### src/rtl/alu_word_sequencer.sv
// Word-wide ADD/SUB/AND/OR sequencer driving a shared 8-bit ALU one byte per cycle,
// LSB first, with carry/borrow chained between bytes through a local register.
module alu_word_sequencer #(
  parameter int BYTES = 4
) (
  input  logic                 clk,
  input  logic                 reset,
  input  logic                 in_valid,
  output logic                 in_ready,
  input  logic [8*BYTES-1:0]   in_left,
  input  logic [8*BYTES-1:0]   in_right,
  input  logic [1:0]           in_opcode,
  output logic                 out_valid,
  input  logic                 out_ready,
  output logic [8*BYTES-1:0]   out_result,
  output logic                 out_carry,
  output logic                 out_zero,
  output logic [7:0]           alu_left,
  output logic [7:0]           alu_right,
  output logic [1:0]           alu_opcode,
  output logic                 alu_status_in,
  input  logic [7:0]           alu_result,
  input  logic                 alu_status_out
);

  localparam int W  = 8 * BYTES;
  localparam int IW = $clog2(BYTES);

  typedef enum logic [1:0] {
    IDLE,
    RUN,
    DONE
  } state_e;

  state_e          state_q, state_d;
  logic [IW-1:0]   idx_q, idx_d;
  logic [W-1:0]    left_q, left_d;
  logic [W-1:0]    right_q, right_d;
  logic [1:0]      opcode_q, opcode_d;
  logic            carry_q, carry_d;
  logic [W-1:0]    result_q, result_d;
  logic            zero_q, zero_d;

  logic            lastByte;
  logic            logicOp;

  assign lastByte = (idx_q == IW'(BYTES - 1));
  assign logicOp  = opcode_q[1];

  always_ff @(posedge clk) begin
    if (reset) begin
      state_q <= IDLE;
    end else begin
      state_q <= state_d;
    end
  end

  always_comb begin
    state_d = state_q;
    case (state_q)
      IDLE:    if (in_valid) state_d = RUN;
      RUN:     if (lastByte) state_d = DONE;
      DONE:    if (out_ready) state_d = IDLE;
      default: state_d = IDLE;
    endcase
  end

  // The ALU sees operand bytes only while running; it is held at zero otherwise.
  always_comb begin
    in_ready      = (state_q == IDLE);
    out_valid     = (state_q == DONE);
    alu_left      = 8'd0;
    alu_right     = 8'd0;
    alu_opcode    = 2'd0;
    alu_status_in = 1'b0;
    if (state_q == RUN) begin
      alu_left      = left_q[idx_q*8 +: 8];
      alu_right     = right_q[idx_q*8 +: 8];
      alu_opcode    = opcode_q;
      alu_status_in = (idx_q != '0) && !logicOp && carry_q;
    end
  end

  always_comb begin
    left_d   = left_q;
    right_d  = right_q;
    opcode_d = opcode_q;
    idx_d    = idx_q;
    carry_d  = carry_q;
    result_d = result_q;
    zero_d   = zero_q;
    case (state_q)
      IDLE: begin
        if (in_valid) begin
          left_d   = in_left;
          right_d  = in_right;
          opcode_d = in_opcode;
          idx_d    = '0;
          carry_d  = 1'b0;
        end
      end
      RUN: begin
        result_d[idx_q*8 +: 8] = alu_result;
        carry_d                = logicOp ? 1'b0 : alu_status_out;
        idx_d                  = idx_q + IW'(1);
        // Zero flag is taken from the fully assembled word, including the final byte.
        if (lastByte) begin
          zero_d = (result_d == '0);
        end
      end
      default: ;
    endcase
  end

  always_ff @(posedge clk) begin
    if (reset) begin
      left_q   <= '0;
      right_q  <= '0;
      opcode_q <= 2'd0;
      idx_q    <= '0;
      carry_q  <= 1'b0;
      result_q <= '0;
      zero_q   <= 1'b0;
    end else begin
      left_q   <= left_d;
      right_q  <= right_d;
      opcode_q <= opcode_d;
      idx_q    <= idx_d;
      carry_q  <= carry_d;
      result_q <= result_d;
      zero_q   <= zero_d;
    end
  end

  assign out_result = result_q;
  assign out_carry  = carry_q;
  assign out_zero   = zero_q;

endmodule

### config.mk
export PLATFORM = sky130hd
export DESIGN_NAME = alu_word_sequencer
export DESIGN_NICKNAME = d
export VERILOG_FILES = /design/src/rtl/alu_word_sequencer.sv
export SDC_FILE = /design/constraint.sdc
export NUM_CORES = 1
export LEC_CHECK = 0
export ABC_AREA = 0
export CORE_MARGIN = 5
export CORE_UTILIZATION = 51
export DETAILED_ROUTE_END_ITERATION = 12
export PLACE_DENSITY = 0.86
export SLEW_MARGIN = 25
export SYNTH_ARGS = -nofsm -noshare
export SYNTH_HDL_FRONTEND = slang
export SYNTH_SLANG_ARGS = --single-unit
### constraint.sdc
create_clock -name clk -period 4.7 [get_ports clk]
set_input_delay 0.705 -clock clk [delete_from_list [all_inputs] [get_ports clk]]
set_output_delay 0.705 -clock clk [all_outputs]
set_load 0.03 [all_outputs]
==> run summary <==
Synthesis and PnR results.

- The run finished with clean final reports.
- Hold repair after CTS inserted 0 buffers.
- The maximum net fanout on the critical path is 14.
- The detailed placer reported the number of placed instances as 724.
- Among all flip-flop cells after synthesis, the most frequent one is sky130_fd_sc_hd__dfxtp_1.
- The power density over cell area reads 302.4 nW/um^2.
- The area of combinational cells with multiple inputs reads 2180 sq um.
- The non-clock inverters instantiated in the layout total 3.
- The depth of the worst register-to-register path reads 6.
- The net count after synthesis is 601.
- In this run the critical path is formed by inv_1 > ha_1 > nor4b_1 > clkdlybuf4s50_1.
- The overflow left after global routing is 0.
- Per the run report, area growth between synthesis and finish was 34.27%.
- The worst setup path category is flop to output port.
- The OpenROAD report gives the critical path a data arrival time of 2.88 ns.
- The register area share after synthesis reads 46.98%.
- The final critical-path share of the clock period is 76.37%.
- The family of cells with the greatest summed delay on the critical path reads buffers and inverters.
- The kind of start point of the critical path reads a flop.
- Yosys stat counts 516 cells in the synthesized netlist.
- The worst-case clock skew is 0.01363 ns.
- Leaving out filler cells and counting taps, the final layout contains 740.
- The launch point of the worst register-to-register path is recorded as idx_q[0]$_SDFFE_PP0P_.
- The buffer count excluding the clock tree in the final layout is 136.
- The normalized max-slew margin is 34.07%.
- The tightest hold margin is 0.4585 ns.
- The fraction of cell area in non-clock buffers reads 22.67%.
- For the pin with the worst max-slew slack, the measured transition is 0.9889 ns.
- The final layout contains routed wiring with a total length of 12.21 mm.
- The CTS tree reads done.
- The design received a total of 108 well taps at floorplan.
- Counting the buffers created by CTS gives 9.
- The fraction of area in registers reads 34.99%.
- The final period demand of the worst path reads 3.589 ns.
- The highest clock frequency the design can meet is 278.6 MHz.
- The finished design was reported to have a net count of 712.
- The run reported a max-capacitance violation count of 0.
-- layer usage --
layer / vias up / track usage [%] / routed length [um]
met3: 21 / 5.902 / 1042
met1: 1978 / 29.89 / 4872
li1: 1989 / - / -
met5: - / 0 / 0
met2: 188 / 39.76 / 6119
met4: 0 / 6.375 / 174
-- logic make-up (layout without fill, tap and decap cells) --
logic type | count (synthesis) | after routing
adder cells (fa/ha/maj) | 6 | 6
flip-flops | 104 | 104
buffers and inverters | 39 | 155
AND-OR/OR-AND | 116 | 116
multiplexers | 16 | 16
AND/OR/NAND/NOR | 235 | 235
-- report_power, final --
group	total (mW)	internal, mW	switching [mW]
registers	0.951	0.923	0.0281
logic	0.290	0.138	0.152
clock network	0.558	0.248	0.311
total	1.80	1.31	0.490
==> images/final_congestion.png <==
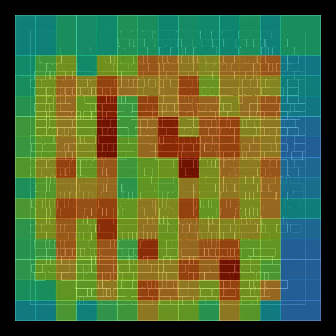
GR met2 Demand/Resource: 39.76%
Layout Utilization: 69.25%
Most Used Layer, Global Route: met2
met1 global-route usage: 29.89%
met3 Usage GRT: 5.902%

==> images/clock_map.png <==
(4 px per um)
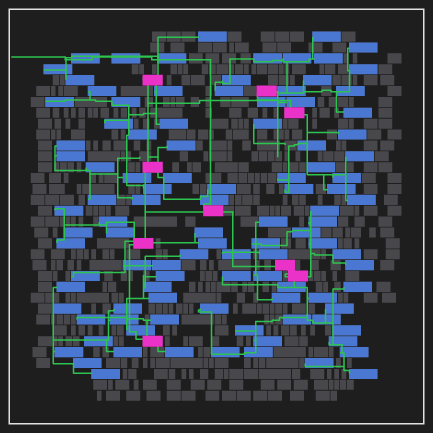
[green] clock wires | length: 1140 um
[magenta] cells driving clock nets | count: 9
[blue] flip-flops | count: 104
flops lie: spread over the die
routed clock nets: 10
power attributed to the clock group: 558 uW
power share of the clock group: 31.0%

Power and IR drop assume default switching activity.
